## src/rtl/hs_pkg.sv

```systemverilog
// Shared definitions for the command initiator: command encodings, FSM states
// and the entry data rule.
package hs_pkg;

  localparam logic CMD_WR = 1'b1;
  localparam logic CMD_RD = 1'b0;

  typedef enum logic [2:0] {
    IDLE,
    WR,
    RD,
    DRAIN,
    FIN
  } state_t;

  // Entry i carries seed + i; callers truncate to their data width.
  function automatic logic [31:0] entry_val(input logic [31:0] seed, input logic [31:0] idx);
    return seed + idx;
  endfunction

endpackage

```

## src/rtl/hs_outst_cnt.sv

```systemverilog
// Up/down counter of reads issued but not yet answered. Next-cycle count and
// full flag are exported so the issuer can decide in the same cycle.
module hs_outst_cnt #(
  parameter int MAX_OUTST = 2,
  parameter int CW        = $clog2(MAX_OUTST + 1)
) (
  input  logic          clk,
  input  logic          rst,
  input  logic          inc,
  input  logic          dec,
  output logic [CW-1:0] cnt_nxt,
  output logic          full_nxt
);

  logic [CW-1:0] cnt;

  always_comb begin
    // NOTE: default assignment first, so every path drives cnt_nxt and no latch is inferred.
    cnt_nxt = cnt;
    if (inc && !dec)
      cnt_nxt = cnt + CW'(1);
    else if (dec && !inc)
      cnt_nxt = cnt - CW'(1);
  end

  assign full_nxt = (cnt_nxt == CW'(MAX_OUTST));

  // NOTE: sequential state uses non-blocking assignments so all flops update together at the edge.
  always_ff @(posedge clk or posedge rst) begin
    if (rst)
      cnt <= '0;
    else
      cnt <= cnt_nxt;
  end

endmodule

```

## src/rtl/hs_cmd_initiator.sv

```systemverilog
// Self-test traffic source: writes a programmed burst to the responder, reads
// it back with bounded outstanding reads and counts data mismatches.
module hs_cmd_initiator
  import hs_pkg::*;
#(
  parameter int DATA_WD   = 4,
  parameter int ADDR_WD   = 4,
  parameter int MAX_OUTST = 2,
  parameter int ERR_WD    = 8
) (
  input  logic               clk,
  input  logic               rst,
  input  logic               start,
  input  logic [ADDR_WD-1:0] cfg_base,
  input  logic [ADDR_WD:0]   cfg_len,
  input  logic [DATA_WD-1:0] cfg_seed,
  output logic               req_valid,
  input  logic               req_ready,
  output logic               req_cmd,
  output logic [ADDR_WD-1:0] req_addr,
  output logic [DATA_WD-1:0] req_data,
  input  logic               rsp_valid,
  output logic               rsp_ready,
  input  logic [DATA_WD-1:0] rsp_data,
  output logic               busy,
  output logic               done,
  output logic [ERR_WD-1:0]  err_cnt
);

  localparam int              CW       = $clog2(MAX_OUTST + 1);
  localparam logic [ADDR_WD:0] FULL_LEN = {1'b1, {ADDR_WD{1'b0}}};

  state_t             state;
  logic [ADDR_WD:0]   idx, rsp_idx, len_q, cfg_len_c;
  logic [ADDR_WD-1:0] base_q;
  logic [DATA_WD-1:0] seed_q, exp_data;
  logic [CW-1:0]      outst_nxt;
  logic               full_nxt, cmd_fire, rsp_fire, rd_fire, last_cmd;
  logic               load, load_cmd, drop;
  logic [ADDR_WD:0]   load_idx;

  assign cmd_fire  = req_valid & req_ready;
  assign rsp_fire  = rsp_valid & rsp_ready;
  assign rd_fire   = cmd_fire & (req_cmd == CMD_RD);
  assign last_cmd  = ((idx + (ADDR_WD+1)'(1)) == len_q);
  assign cfg_len_c = (cfg_len > FULL_LEN) ? FULL_LEN : cfg_len;
  assign exp_data  = DATA_WD'(entry_val(32'(seed_q), 32'(rsp_idx)));

  hs_outst_cnt #(.MAX_OUTST(MAX_OUTST), .CW(CW)) u_outst (
    .clk      (clk),
    .rst      (rst),
    .inc      (rd_fire),
    .dec      (rsp_fire),
    .cnt_nxt  (outst_nxt),
    .full_nxt (full_nxt)
  );

  // Command register loading: a new command is loaded only when nothing is
  // pending or the pending one fires, which keeps the valid rule by construction.
  always_comb begin
    load     = 1'b0;
    drop     = 1'b0;
    load_cmd = CMD_WR;
    load_idx = idx;
    case (state)
      WR: begin
        if (cmd_fire) begin
          load = 1'b1;
          if (last_cmd) begin
            load_cmd = CMD_RD;
            load_idx = '0;
          end else begin
            load_idx = idx + (ADDR_WD+1)'(1);
          end
        end else if (!req_valid) begin
          load = 1'b1;
        end
      end
      RD: begin
        load_cmd = CMD_RD;
        if (cmd_fire) begin
          load_idx = idx + (ADDR_WD+1)'(1);
          if (!last_cmd && !full_nxt)
            load = 1'b1;
          else
            drop = 1'b1;
        end else if (!req_valid && !full_nxt) begin
          load = 1'b1;
        end
      end
      default: ;
    endcase
  end

  always_ff @(posedge clk or posedge rst) begin
    if (rst) begin
      req_valid <= 1'b0;
      req_cmd   <= 1'b0;
      req_addr  <= '0;
      req_data  <= '0;
    end else if (load) begin
      req_valid <= 1'b1;
      req_cmd   <= load_cmd;
      req_addr  <= base_q + load_idx[ADDR_WD-1:0];
      req_data  <= (load_cmd == CMD_WR) ? DATA_WD'(entry_val(32'(seed_q), 32'(load_idx))) : '0;
    end else if (drop) begin
      req_valid <= 1'b0;
      req_cmd   <= 1'b0;
      req_addr  <= '0;
      req_data  <= '0;
    end
  end

  always_ff @(posedge clk or posedge rst) begin
    if (rst) begin
      state     <= IDLE;
      idx       <= '0;
      rsp_idx   <= '0;
      len_q     <= '0;
      base_q    <= '0;
      seed_q    <= '0;
      busy      <= 1'b0;
      done      <= 1'b0;
      rsp_ready <= 1'b0;
      err_cnt   <= '0;
    end else begin
      // done trails FIN by one cycle; a start during the done cycle is held off.
      done <= (state == FIN);
      case (state)
        IDLE: begin
          if (start && !done) begin
            base_q  <= cfg_base;
            seed_q  <= cfg_seed;
            len_q   <= cfg_len_c;
            idx     <= '0;
            rsp_idx <= '0;
            if (cfg_len == '0) begin
              state <= FIN;
            end else begin
              state   <= WR;
              busy    <= 1'b1;
              err_cnt <= '0;
            end
          end
        end
        WR: begin
          if (cmd_fire && last_cmd) begin
            state     <= RD;
            rsp_ready <= 1'b1;
          end
        end
        RD: begin
          if (cmd_fire && last_cmd)
            state <= DRAIN;
        end
        DRAIN: begin
          if (outst_nxt == '0) begin
            state     <= FIN;
            rsp_ready <= 1'b0;
            busy      <= 1'b0;
          end
        end
        FIN:     state <= IDLE;
        default: state <= IDLE;
      endcase
      if (cmd_fire)
        idx <= load_idx;
      if (rsp_fire) begin
        rsp_idx <= rsp_idx + (ADDR_WD+1)'(1);
        if (rsp_data != exp_data && err_cnt != '1)
          err_cnt <= err_cnt + ERR_WD'(1);
      end
    end
  end

endmodule

```

## config.mk

```make
export PLATFORM = sky130hd
export DESIGN_NAME = hs_cmd_initiator
export DESIGN_NICKNAME = d
export VERILOG_FILES = /design/src/rtl/hs_pkg.sv /design/src/rtl/hs_outst_cnt.sv /design/src/rtl/hs_cmd_initiator.sv
export SDC_FILE = /design/constraint.sdc
export NUM_CORES = 1
export LEC_CHECK = 0
export CORE_MARGIN = 8
export CORE_UTILIZATION = 25
export DETAILED_ROUTE_END_ITERATION = 8
export PLACE_DENSITY_LB_ADDON = 0.05
export REMOVE_ABC_BUFFERS = 1
export SLEW_MARGIN = 5
export SYNTH_ARGS = -nofsm -noshare
export SYNTH_HDL_FRONTEND = slang
export SYNTH_SLANG_ARGS = --single-unit
```

## constraint.sdc

```tcl
create_clock -name clk -period 3.03 [get_ports clk]
set_input_delay 0.303 -clock clk [delete_from_list [all_inputs] [get_ports clk]]
set_output_delay 0.303 -clock clk [all_outputs]
set_load 0.01 [all_outputs]
```

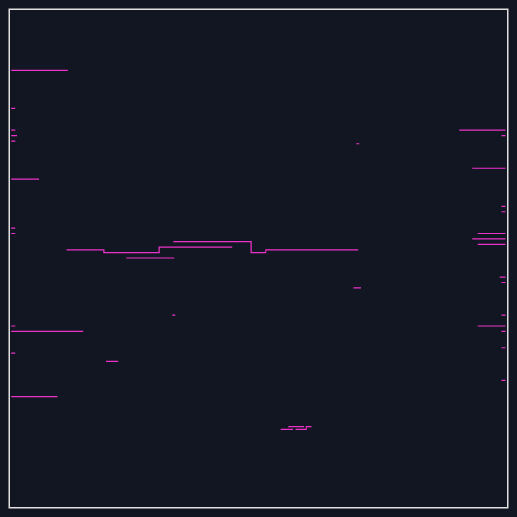
Fig. 1. M3 wires (run 1).
(4 px per um)
nets with wire on the layer: 32
longest straight run: 23.0 um
wire length on this layer: 229 um
share of all routed wire: 2.9%
main direction: horizontal

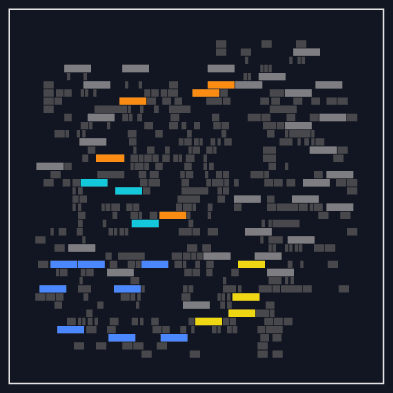
Fig. 2. Where the registers sit (run 1).
(3 px per um) Other sequential cells in the stronger gray, the rest of the logic in the fainter gray.
legend:
  orange:
    name_in_the_netlist: idx
    flops: 5
    where: north
  blue:
    name_in_the_netlist: err_cnt
    flops: 8
    where: south-west
  yellow:
    name_in_the_netlist: rsp_idx
    flops: 4
  cyan:
    name_in_the_netlist: state
    flops: 3

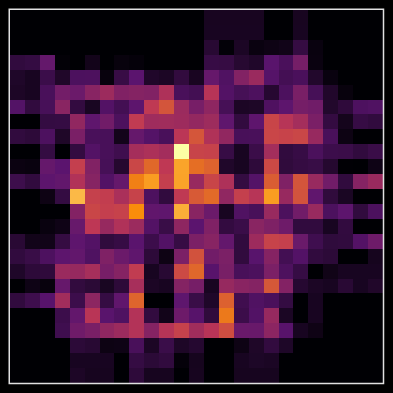
Fig. 3. Signal metal coverage by tile (run 1).
(3 px per um) 25 x 25 tiles, from black (low) to pale yellow (high), scaled to the fullest tile. Values are wire area over tile area, all layers added.
tiles over half the peak: 8.5%
mean over tiles: 0.077
fullest tile: 0.42
densest ninth of the die: center
nearly empty tiles: 26%
emptiest ninth of the die: south-east
drt wl/cell: 15.04 um
final WL: 7819 um
gr usage total: 10.12%

==> results.sh, run 1 <==
# yosys + openroad results
export IMPL_fp_util_pct=25.64
export IMPL_layout_top_cell="nand2_1"
export IMPL_tritoncts="yes"
export IMPL_ys_sh_xor_pct=7.179
export IMPL_whs_ns=0.4952
export IMPL_antenna_found_initial=0
export IMPL_p_sw_w=0.001508
export IMPL_synthAoiAreaFrac_pct=18.12
export IMPL_hold_violations=0
export IMPL_worst_pin_slew_ns=0.6568
export IMPL_r2r_slack_ns=0.19
export IMPL_min_path_type="register to register"
export IMPL_finalSetupTns_ns=0
export IMPL_cp_num_buf_inv=0
export IMPL_min_to="base_q[2]"
export IMPL_top_logic_kind="simple AND/OR/NAND/NOR gates"
export IMPL_pwr_share_seq_pct=29.5
export IMPL_synth_chip_area_sq_um=2928
export IMPL_core_sq_um=11420
export IMPL_busiest_layer="met2"
export IMPL_cts_resized=0
export IMPL_worstRegToRegCells=12
export IMPL_r2r_end="req_data[3]"
export IMPL_place_congestion=0.7622
export IMPL_routed_via_count=2373
export IMPL_maxPowerGroup="combinational logic"
export IMPL_top_layer="met4"
export IMPL_drtIter0Drc=130
export IMPL_cts_setup_buffers=0
export IMPL_ys_ff=48
export IMPL_dr_wl_met2_um=3464
export IMPL_cts_root_buf="clkbuf_16"
export IMPL_antenna_cells=0
export IMPL_fin_nets=413
export IMPL_min_from="base_q[2]"
export IMPL_hpwlAfterDp_um=5892
export IMPL_clockBufferDepth=2
export IMPL_top_cells_by_area="dfrtp_1 (41%), nand2_1 (7.4%), ha_1 (5.1%)"
export IMPL_crit_path_top_delay_cell="dfrtp_2"
export IMPL_crit_type="register to register"
export IMPL_avgViaCountPerCell=4.563
export IMPL_top_area_share_pct=41.03
export IMPL_power_density_nw_per_um2=994.1
export IMPL_num_io_pins=43
export IMPL_use_met2_pct=15.21
export IMPL_pg_comb_w=0.00201
export IMPL_ys_cells=314
export IMPL_clock_sinks=48
export IMPL_cap_violations=0
export IMPL_slowest_delay_ns=0.47
export IMPL_wl_met3_um=229
export IMPL_netlist_area_sq_um=2928
export IMPL_synth_cells=314
export IMPL_drc=0
export IMPL_firstDrtPassIters=4
export IMPL_cts_buffers_inserted=5
export IMPL_fin_skew_ns=0.006752
export IMPL_portBuffers=42
export IMPL_ys_types=49
export IMPL_post_route_period_util_pct=93.86
export IMPL_power_share_clock_pct=18.0
export IMPL_drv_slew=0
export IMPL_die_x_um=124.2
export IMPL_ir_drop_uv=346.9
export IMPL_mux_share_pct=1.068
export IMPL_overflow=0
export IMPL_worstSetupStartpointType="register"
export IMPL_warnings=25
export IMPL_worstSkewPairLatency_ns=0.30
export IMPL_ys_seq_share_pct=41.03
export IMPL_area_growth_pct=31.20
export IMPL_grt_pass1_vias=2410
export IMPL_required_ns=3.21
export IMPL_drive_above_1_share_pct=11.94
export IMPL_die_h_um=124.2
export IMPL_syn_area_per_cell_sq_um=9.324
export IMPL_edf_count=0
export IMPL_setup_viol=0
export IMPL_met1_length_um=4024
export IMPL_netlist_top_cell_by_area="dfrtp_1"
export IMPL_path_delay_family="AND-OR/OR-AND gates"
export IMPL_num_rows=39
export IMPL_fill_cells=1222
export IMPL_p_sw_share_pct=39.50
export IMPL_p_leak_nw=1.737
export IMPL_grt_pass1_wl_um=12740
export IMPL_power_sequential_w=0.00113
export IMPL_ys_warn_count=0
export IMPL_cp_max_fo=10
export IMPL_grt_use_met3_pct=2.468
export IMPL_most_common_layout_cells="nand2_1 (58), dfrtp_1 (47), clkdlybuf4s50_1 (42)"
export IMPL_async_flop_share_pct=100.0
export IMPL_ctsHtreeMaxLevel=2
export IMPL_run_status="complete, no violations"
export IMPL_whs_path_depth=2
export IMPL_p_clk_w=0.000686
export IMPL_pwr_share_comb_pct=52.5
export IMPL_fmax_ghz=0.3516
export IMPL_synth_adder_area_share_pct=7.179
export IMPL_dp_cells=512
export IMPL_met1_usage_pct=13.86
export IMPL_slew_limit_headroom_pct=56.21
export IMPL_fin_cells=520
export IMPL_p_int_w=0.002310
export IMPL_cts_hold_buffers=0
export IMPL_worst_ep_arrival_time_ns=3.03
export IMPL_final_util_pct=33.64
export IMPL_synth_simple_area_share_pct=21.97
export IMPL_grt_max_degree=49
export IMPL_period_minus_slack_ns=2.844
## run 1: final cells by class
type	instances	area [sq um]	share of cell area, %
inverters	10	37.54	0.9772
clock buffers	7	152.6	3.974
well taps	143	178.9	4.658
clock inverters	1	30.03	0.7818
multi-input cells	244	1632	42.48
flip-flops and latches	48	1202	31.30
repair buffers	67	608.1	15.83
## run 1: flip-flops by register name, summed over array words and instances, names as in the netlist, 2 cells and up
signal	count
req_addr	4
rsp_idx	4
seed_q	4
err_cnt	8
idx	5
state	3
len_q	5
req_data	4
base_q	4
u_outst.cnt	2
## run 1: stage by stage
step | area (sq um) | worst slack (ns) | total power, W
after floorplan | 2864 | 0.03839 | 0.002373
after global placement | 3651 | 0.1213 | 0.003176
after detailed placement | 3651 | 0.05707 | 0.003164
after CTS | 3834 | 0.04573 | 0.003875
after global routing | 3841 | 0.01131 | 0.004142
final | 3841 | 0.1859 | 0.003818
## run 1: synth_stat cells (all sizes together), types with 2 or more instances
library cell	instances
a211o	4
a211oi	2
a21o	7
a21oi	14
a22o	8
a22oi	3
a31oi	4
and2	5
and2b	2
and3	4
buf	5
clkbuf	7
dfrtp	48
fa	3
ha	12
inv	10
mux2i	2
nand2	58
nand2b	4
nand3	8
nand3b	9
nor2	14
nor2b	7
nor3	3
nor3b	8
o21ai	20
o31ai	3
or3b	2
xnor2	16
xor2	8
## run 1: how the worst max path moves through the flow
stage	from	endpoint	cells after the start
after floorplan	idx[0]	req_addr[3]	12
after global placement	idx[0]	req_addr[3]	12
after detailed placement	idx[0]	req_addr[3]	13
after CTS	idx[0]	req_addr[3]	13
after global routing	idx[1]	req_data[3]	13
final	idx[2]	req_data[3]	12
## run 1: worst min-delay path: cells and delay by family (launching register included)
kind | cells | cell delay, ns
DFF | 1 | 0.36
and+or+nand+nor | 2 | 0.11
Fig. 4: run 1, clock nets
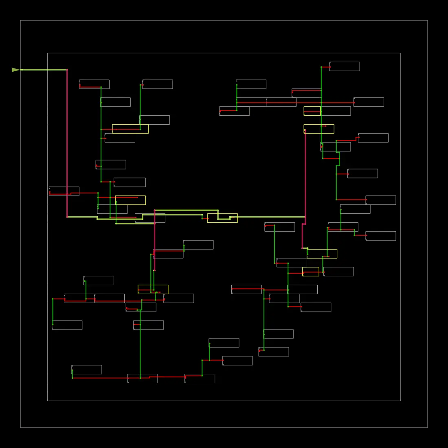

## Run 2: what changed since run 1
REMOVE_ABC_BUFFERS = unset   (was 1)
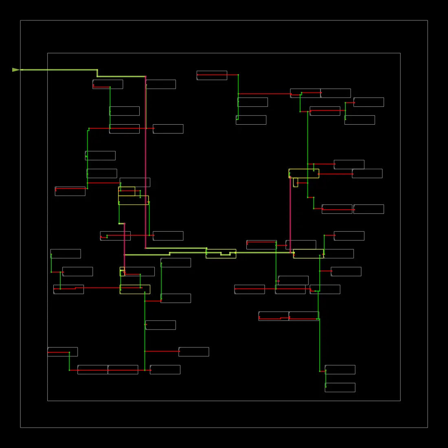
Fig. 5. Clock nets (run 2).
CTS buffer count: 5
Clock Skews: 0.004007 ns

==> results.sh, run 2 <==
# yosys + openroad results
export IMPL_run_status="complete, no violations"
export IMPL_grt_max_degree=30
export IMPL_ys_ff=48
export IMPL_min_path_type="primary input to asynchronous set/reset pin"
export IMPL_worstSkewPairLatency_ns=0.29
export IMPL_r2r_slack_ns=0.17
export IMPL_drc=0
export IMPL_top_cells_by_count="nand2_1 (58), dfrtp_1 (48), o21ai_0 (19)"
export IMPL_drv_slew=0
export IMPL_ctsHtreeMaxLevel=2
export IMPL_layout_top_cell="nand2_1"
export IMPL_ys_types=49
export IMPL_placed_area_sq_um=3636
export IMPL_ir_drop_uv=360.7
export IMPL_worstSetupStartpointType="register"
export IMPL_routedWlPerCell_um=15.32
export IMPL_ant_nets=0
export IMPL_worst_pin_slew_ns=0.7155
export IMPL_overflow=0
export IMPL_ys_sh_xor_pct=7.179
export IMPL_async_flop_share_pct=100.0
export IMPL_mux_share_pct=1.068
export IMPL_syn_area_per_cell_sq_um=9.324
export IMPL_post_route_period_util_pct=94.24
export IMPL_largest_register="err_cnt"
export IMPL_synth_simple_area_share_pct=21.97
export IMPL_fill_cells=1214
export IMPL_grt_pass1_vias=2431
export IMPL_avgViaCountPerCell=4.558
export IMPL_routed_wl_um=7938
export IMPL_hold_violations=0
export IMPL_num_io_pins=43
export IMPL_rsz0062_at_grt="no"
export IMPL_clockBufferDepth=2
export IMPL_synthAoiAreaFrac_pct=18.12
export IMPL_area_growth_pct=29.40
export IMPL_track_usage_pct=10.39
export IMPL_fp_util_pct=25.64
export IMPL_netlist_area_sq_um=2928
export IMPL_largest_registers="err_cnt (8), idx (5), len_q (5)"
export IMPL_drtIter0Drc=142
export IMPL_required_ns=3.21
export IMPL_synth_cells=314
export IMPL_grt_pass1_wl_um=13080
export IMPL_drive_above_1_share_pct=10.67
export IMPL_crit_type="register to register"
export IMPL_cp_max_fo=3
export IMPL_synth_adder_area_share_pct=7.179
export IMPL_whs_ns=0.4546
export IMPL_top_area_share_pct=41.03
export IMPL_mi_logic_area_sq_um=1632
export IMPL_hpwlAfterDp_um=6101
export IMPL_setup_viol=0
export IMPL_dp_cells=510
export IMPL_die_x_um=124.2
export IMPL_num_rows=39
export IMPL_most_common_layout_cells="nand2_1 (58), dfrtp_1 (48), clkdlybuf4s50_1 (42)"
export IMPL_die_area_sq_um=15430
export IMPL_cts_setup_buffers=0
export IMPL_power_density_nw_per_um2=967.6
export IMPL_pre_cts_ws_ns=0.02904
export IMPL_ys_cells=314
export IMPL_core_sq_um=11420
export IMPL_end_kind="register"
export IMPL_place_congestion=0.7493
export IMPL_netlist_top_cell_by_area="dfrtp_1"
export IMPL_synth_chip_area_sq_um=2928
export IMPL_routed_via_count=2361
export IMPL_ff_type="dfrtp_1"
export IMPL_fin_nets=411
export IMPL_period_minus_slack_ns=2.856
export IMPL_slew_limit_headroom_pct=52.23
export IMPL_antenna_cells=0
export IMPL_cap_violations=0
export IMPL_regArea_sq_um=1201
export IMPL_ys_seq_share_pct=41.03
export IMPL_finalSetupTns_ns=0
export IMPL_firstDrtPassIters=4
export IMPL_ys_warn_count=0
export IMPL_edf_count=0
export IMPL_warnings=26
export IMPL_top_logic_kind="simple AND/OR/NAND/NOR gates"
export IMPL_fin_cells=518
export IMPL_tritoncts="yes"
export IMPL_portBuffers=42
export IMPL_setup_slack_ns=0.1744
export IMPL_top_cells_by_area="dfrtp_1 (41%), nand2_1 (7.4%), ha_1 (5.1%)"
export IMPL_p_leak_nw=1.708
export IMPL_die_h_um=124.2
export IMPL_fmax_ghz=0.3502
export IMPL_clock_sinks=48
export IMPL_worst_ep_arrival_time_ns=3.03
export IMPL_fp_nets=351
export IMPL_cts_root_buf="clkbuf_16"
export IMPL_largest_register_ffs=8
export IMPL_antenna_found_initial=0
export IMPL_path_clk_slew_ns=0.06
export IMPL_synthMostInstantiatedCell="nand2_1"
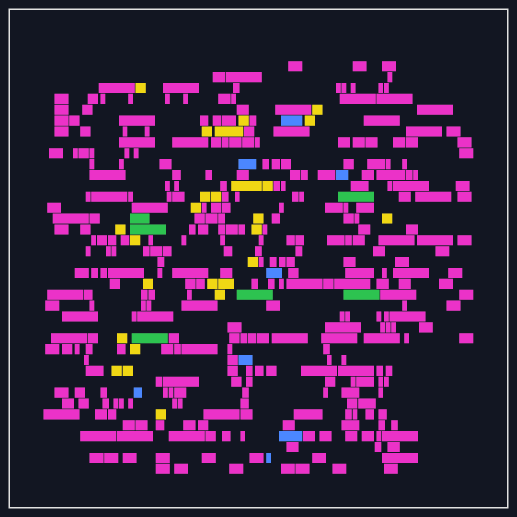
Fig. 6. Cell sizes after repair (run 2).
(4 px per um)
legend:
  green:
    size: _6 and larger
    cells: 6
    share: 1.6%
  magenta:
    size: _0 and _1 cells
    cells: 335
    share: 89%
  yellow:
    size: _3 and _4 cells
    cells: 26
    share: 6.9%
  blue:
    size: _2 cells
    cells: 8
    share: 2.1%
Signal buffers: 65
Design Area, Final: 3789 sq um

[run 2: cell counts after synthesis]
Identical to the previous run, type by type.
[run 2: path summary, 6_finish.rpt]
| kind | start | endpoint | depth (start not counted) |
|---|---|---|---|
| worst max-delay path | idx[0] | req_data[3] | 12 |
| worst min-delay path | rst | rsp_idx[0] | 2 |
| worst max register to register | idx[0] | req_data[3] | 12 |
| worst min register to register | len_q[0] | len_q[0] | 2 |
| max in group asynchronous | rst | req_data[2] | 3 |
| min in group clk | len_q[0] | len_q[0] | 2 |
[run 2: repair_timing]
item,CTS,global route
gates resized,0,4
endpoints found under the setup margin,0,5
hold buffers,0,0
[run 2: metrics by stage]
step                util, %  total power, W
detailed placement    31.84        0.003143
floorplan                 -        0.002430
global placement      31.84        0.003157
CTS                   33.13        0.003739
global route          33.18        0.004018
finish                33.18        0.003666
[run 2: layout make-up]
cell class	count	share of cell area, %
multi-input combinational	244	43.06
inverter	10	0.9908
tap	143	4.723
clock buffer	8	3.864
sequential	48	31.70
timing repair buffer	65	15.65
[run 2: worst max-delay path, stage by stage, from the launching register on]
cell and delay [ns]:
dfrtp_1 0.38, ha_2 0.20, o31a_1 0.33, a211oi_4 0.29
o21ai_0 0.10, and3_1 0.20, a21o_1 0.19, ha_1 0.28
a21o_1 0.16, a21oi_1 0.16, xor2_1 0.19, xnor2_1 0.08
a22o_1 0.19
[run 2: power breakdown]
part | switching, W | leakage, nW | internal (W)
clock | 0.000232 | 0.0712 | 0.000330
combinational | 0.00102 | 1.03 | 0.000962
sequential | 0.000234 | 0.606 | 0.000886
[run 2: layer usage]
metal	track usage, %	vias up	routed length, um
li1	-	1215	-
met1	13.91	1099	4017
met2	15.96	40	3526
met3	2.638	7	304
met4	3.189	0	89
met5	0	-	0
Power and IR drop assume default switching activity.
